Figure 1. Metal 4 (run 1).
Supply wires on this layer in gray.
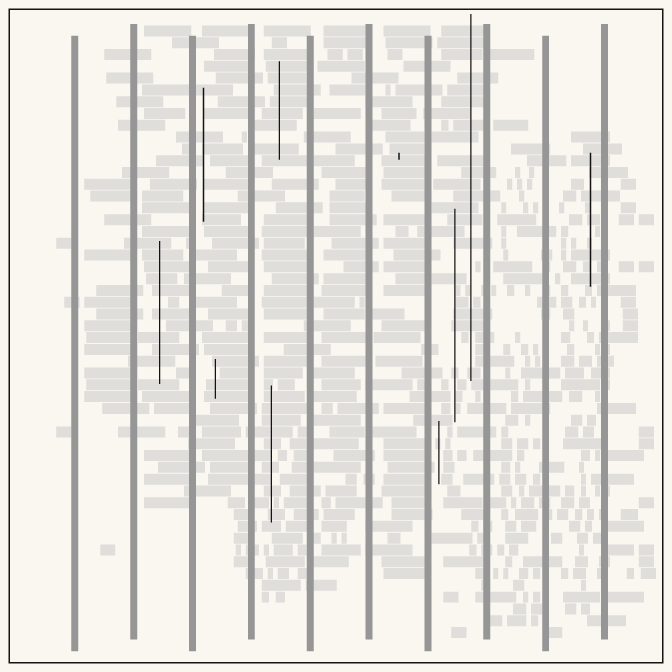
Figure 2. Placement view (run 1).
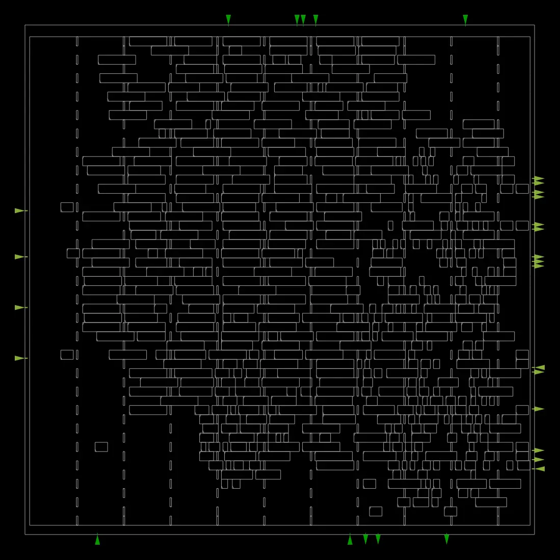
Figure 3. M3 wires (run 1).
Scale bar: 50 um.
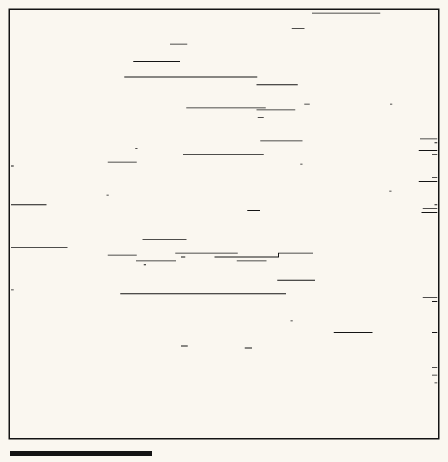
==> config.mk <==
export PLATFORM = sky130hd
export DESIGN_NAME = keyboard_tx_queue
export DESIGN_NICKNAME = d
export VERILOG_FILES = /design/src/rtl/keyboard_tx_queue.sv
export SDC_FILE = /design/constraint.sdc
export NUM_CORES = 1
export LEC_CHECK = 0
export CELL_PAD_IN_SITES_DETAIL_PLACEMENT = 1
export CELL_PAD_IN_SITES_GLOBAL_PLACEMENT = 1
export CORE_UTILIZATION = 35
export CTS_CLUSTER_DIAMETER = 30
export DETAILED_ROUTE_END_ITERATION = 12
export GPL_TIMING_DRIVEN = 0
export PLACE_DENSITY = 0.67
export SLEW_MARGIN = 20
export SYNTH_ARGS = -nofsm -noshare
export SYNTH_HDL_FRONTEND = slang
export SYNTH_SLANG_ARGS = --single-unit
==> constraint.sdc <==
create_clock -name clk -period 2.8 [get_ports clk]
set_input_delay 0.28 -clock clk [delete_from_list [all_inputs] [get_ports clk]]
set_output_delay 0.28 -clock clk [all_outputs]
set_load 0.01 [all_outputs]
==> flow_summary_export.csv, run 1 <==
group,metric,value,unit
routing,drc,0,
global_route,grt-busiest-layer,"met2",
yosys,compound_area_frac,0.0510,
yosys,ys_sh_xor,0.0114,
clock_network,max-clock-path-buffers,2,
clock_network,cts_tree,"yes",
setup_path,r2r_slack,150,ps
setup_path,worstPathMaxFanout,9,
floorplanning,fp-row-count,53,
routing,met1_length,7.22,mm
sta,tightest_slew,727,ps
global_route,overflow,0,
global_route,grt_pass1_wl,25.9,mm
yosys,synth_flops,181,
sta,hold_violations,0,
layout,largest_reg_flops,144,
floorplanning,die_h,150,um
yosys,async_reset_ff_frac,0.204,
sta,hold_ws,258,ps
power,vdd_drop_max,0.507,mV
yosys,postSynthSeqShare,0.682,
yosys,syn_avg_cell_area,17.4,um2
hold_path,hp-class,"in -> async",
clock_network,post-cts-setup-buffer-count,13,
layout,final_net_count,532,
yosys,common_cells,"edfxtp_1, nand2_1, dfrtp_1, mux4_1, nor2_1",
sta,rsz0062_at_grt,"no",
placed_design,placement.cell_area,8380,um2
placed_design,dpl.hpwl,10.8,mm
routing,wire_per_inst,21.2,um
routing,wl_met2,8.86,mm
status,status,"finished, final reports clean",
global_route,grt_max_degree,30,
yosys,ys_warn_count,0,
run,maxCapViolations,0,
floorplanning,die-area,22600,um2
Back to the opening pictures, Figure 1:
nets with wire on the layer: 6
main direction: vertical
DRT Wirelength: 16.9 mm
routed vias: 4178

Back to the opening pictures, Figure 2:
Final Core Density: 0.439
core footprint: 21300 um2
final cell count without fillers: 797

Back to the opening pictures, Figure 3:
wire length on this layer: 487 um
main direction: horizontal
share of all routed wire: 2.9%
nets with wire on the layer: 34
longest straight run: 58.0 um
met3 usage: 0.0352

run 1: kinds of logic (layout without fill, tap and decap cells):
logic type / Yosys count / in the layout
fa+ha+maj: 10 / 10
mux: 44 / 44
compound gates: 54 / 54
buf+inv: 35 / 114
xor+xnor: 10 / 10
simple gates: 109 / 109
flops: 181 / 181
run 1: metrics by stage:
step	worst slack, ps	setup TNS (ps)	cells
finish	154	0	797
global route	40.1	0	797
global placement	-1020	-85590	746
CTS	49.5	0	795
detailed placement	-728	-86510	749
floorplan	-193	-3480	443
run 1: final cells by class:
| cell class | instances | share of cell area |
|---|---|---|
| inverters | 11 | 0.00442 |
| repair buffers | 47 | 0.0571 |
| flip-flops and latches | 181 | 0.562 |
| multi-input cells | 227 | 0.257 |
| plain buffers | 24 | 0.0178 |
| clock inverters | 14 | 0.0186 |
| well taps | 275 | 0.0368 |
| clock buffers | 18 | 0.0459 |
run 1: layout by cell type (no fill, tap or decap), types with 3 or more instances in the layout:
master	instances
nor3b_1	3
nand2_1	38
o31ai_1	4
a21oi_1	5
buf_4	10
nand2b_1	5
buf_2	8
nor3_4	4
clkbuf_16	17
inv_1	11
o21ai_0	16
nor2_4	12
ha_1	9
a22oi_1	3
edfxtp_1	144
a2bb2oi_1	3
mux4_2	13
bufinv_16	3
nor2_1	14
inv_6	3
clkdlybuf4s50_1	27
and3_1	3
o22ai_1	5
dfrtp_1	34
a22o_1	3
nand3_1	9
xnor2_1	7
buf_12	12
clkbuf_1	10
or4_1	3
mux4_1	30
xor2_1	3
run 1: power by group:
| group | leakage (nW) | switching [W] | internal, W | total (W) |
|---|---|---|---|---|
| logic | 1.22 | 0.00173 | 0.00153 | 0.00326 |
| registers | 1.75 | 0.000246 | 0.00337 | 0.00362 |
| clock network | 0.291 | 0.00104 | 0.00142 | 0.00246 |
## Run 2: what changed since run 1
--- a/config.mk
+++ b/config.mk
@@ -5,13 +5,15 @@
 export SDC_FILE = /design/constraint.sdc
 export NUM_CORES = 1
 export LEC_CHECK = 0
+export ABC_AREA = 1
 export CELL_PAD_IN_SITES_DETAIL_PLACEMENT = 1
 export CELL_PAD_IN_SITES_GLOBAL_PLACEMENT = 1
 export CORE_UTILIZATION = 35
 export CTS_CLUSTER_DIAMETER = 30
 export DETAILED_ROUTE_END_ITERATION = 12
+export DONT_BUFFER_PORTS = 1
 export GPL_TIMING_DRIVEN = 0
-export PLACE_DENSITY = 0.67
+export PLACE_DENSITY = 0.68
 export SLEW_MARGIN = 20
 export SYNTH_ARGS = -nofsm -noshare
 export SYNTH_HDL_FRONTEND = slang
Figure 4. Metal layers overlaid (run 2).
Scale bar: 50 um.
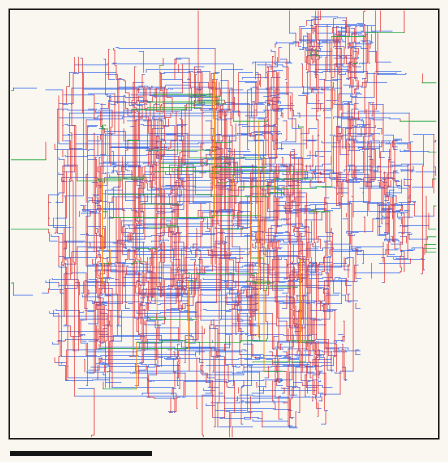
| color | layer | wire length |
|---|---|---|
| red | metal 2 | 11200 um |
| orange | metal 4 | 599 um |
| blue | metal 1 | 8870 um |
| green | metal 3 | 886 um |
post-DR wirelength/cell: 21.3 um
DRT Wirelength: 21.5 mm
routed vias: 5346

==> run 2 against run 1 <==
Against the previous run:
- clock skew grew 0.54 ps
- die area up 1.1%
- critical path depth fell by 1
- synthesized cell count grew 54%
- clock-buffer cell count is 1 lower
- routed wire length increased by 28%
- sequential power up 2%
- largest cell class unchanged
==> flow_summary_export.csv, run 2 <==
group,metric,value,unit
status,status,"finished, final reports clean",
placed_design,dpl.hpwl,13.7,mm
power,p_int,0.00578,W
floorplanning,fp-row-count,54,
sta,tightest_slew,730,ps
power,p_seq_frac,0.383,
setup_path,cp.required,2870,ps
power,vdd_drop_max,0.422,mV
global_route,grt_pass1_wl,32.2,mm
yosys,common_cells,"edfxtp_1, nand2_1, nor2_1, o21ai_0, nand3_1",
placed_design,dp_cells,962,
power,pg_comb,0.00352,W
yosys,syn_avg_cell_area,11.4,um2
yosys,async_reset_ff_frac,0.204,
global_route,grt_antenna_before_repair,0,
routing,drc,0,
clock_network,cts_tree,"yes",
yosys,top_area_cell,"edfxtp_1",
yosys,postSynthSeqShare,0.674,
layout,lay_top_cells,"edfxtp_1, nand2_1, nor2_1",
floorplanning,core_area,21800,um2
yosys,synth_cell_types,36,
power,p_clk_frac,0.251,
power,powerClk,0.00242,W
layout,instances_no_fill,1010,
run,maxCapViolations,0,
power,maxPowerGroup,"sequential cells",
yosys,synth_flops,181,
floorplanning,die_h,151,um
layout,final_common_cell,"edfxtp_1",
yosys,top_area_frac,0.555,
layout,largest_reg_flops,144,
global_route,grt_max_degree,38,
hold_path,hp-class,"in -> reg",
power,p_comb_frac,0.366,
power,p_sw,0.00384,W
sta,hold_ws,24.7,ps
power,powerSeq,0.00369,W
power,swShare,0.399,
setup_path,r2r_slack,60,ps
floorplanning,die-width,151,um
global_route,overflow,0,
yosys,ys_warn_count,0,
sta,hold_violations,0,
floorplanning,die-area,22800,um2
setup_path,worstPathMaxFanout,9,
sta,rsz0062_at_grt,"yes",
Figure 5. Metal 4 (run 2).
Supply wires on this layer in gray.
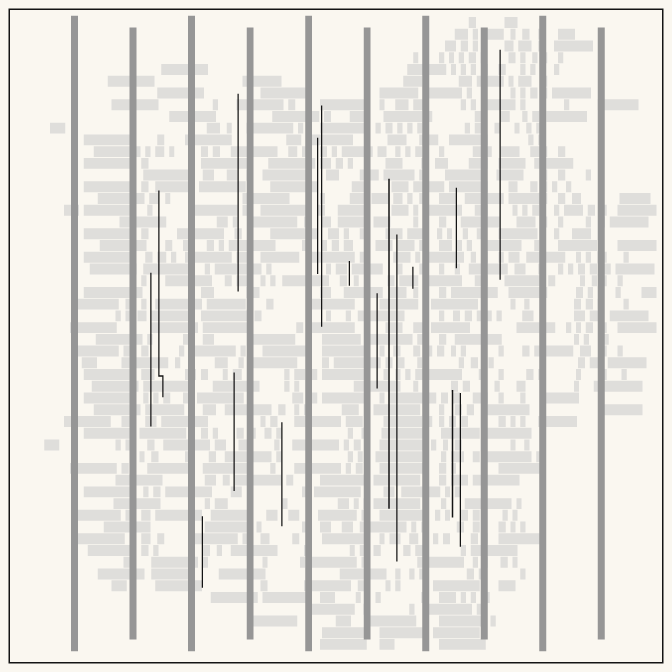

run 2: cell type report:
cell class / count / area, um2
Timing Repair Buffer: 16 / 220
Sequential cell: 181 / 5250
Buffer: 30 / 195
Clock inverter: 15 / 169
Multi-Input combinational cell: 415 / 2230
Fill cell: 2326 / 12800
Clock buffer: 17 / 425
Tap cell: 280 / 350
Inverter: 56 / 211
run 2: cell families after synthesis:
group,share of synthesized area
AOI/OAI and AO/OA,0.0903
adders and majority gates,0.0161
and+or+nand+nor,0.155
xor gates and xnor gates,0.0124
DFF,0.674
buffers and inverters,0.0522
run 2: per-stage QoR:
step	setup TNS, ps	instance area [um2]	util	setup WS (ps)
6_report	0	9060	0.415	59.5
5_1_grt	-4130	9060	0.415	-188
4_1_cts	-2030	8920	0.409	-120
3_5_place_dp	-13770	8160	0.374	-295
3_3_place_gp	-24570	8140	0.373	-312
2_1_floorplan	0	7790	-	561
run 2: what timing repair did:
| item | 4_1_cts | 5_1_grt |
|---|---|---|
| hold buffers | 11 | 0 |
| buffers inserted | 0 | 5 |
| endpoints found under the setup margin | 117 | 124 |
| gates resized | 13 | 8 |
| hold endpoints to repair | 181 | 0 |
| pin swaps | 0 | 5 |
run 2: per-layer routing:
| metal | up-vias | part of all wire | track usage |
|---|---|---|---|
| li1 | 2441 | - | - |
| met1 | 2731 | 0.41 | 0.227 |
| met2 | 135 | 0.52 | 0.347 |
| met3 | 39 | 0.041 | 0.0467 |
| met4 | 0 | 0.028 | 0.0855 |
| met5 | - | 0 | 0 |
run 2: worst reg2reg max path, cell delays in order, from the launching register on:
cell	delay (ps)
dfrtp_1	460
inv_1	140
ha_1	280
nand3_4	130
nand3_4	150
nand4_1	140
nand2_1	140
inv_2	140
nand2_1	180
nor2_2	610
No activity file was given, so power comes from the tool's default toggle rates.
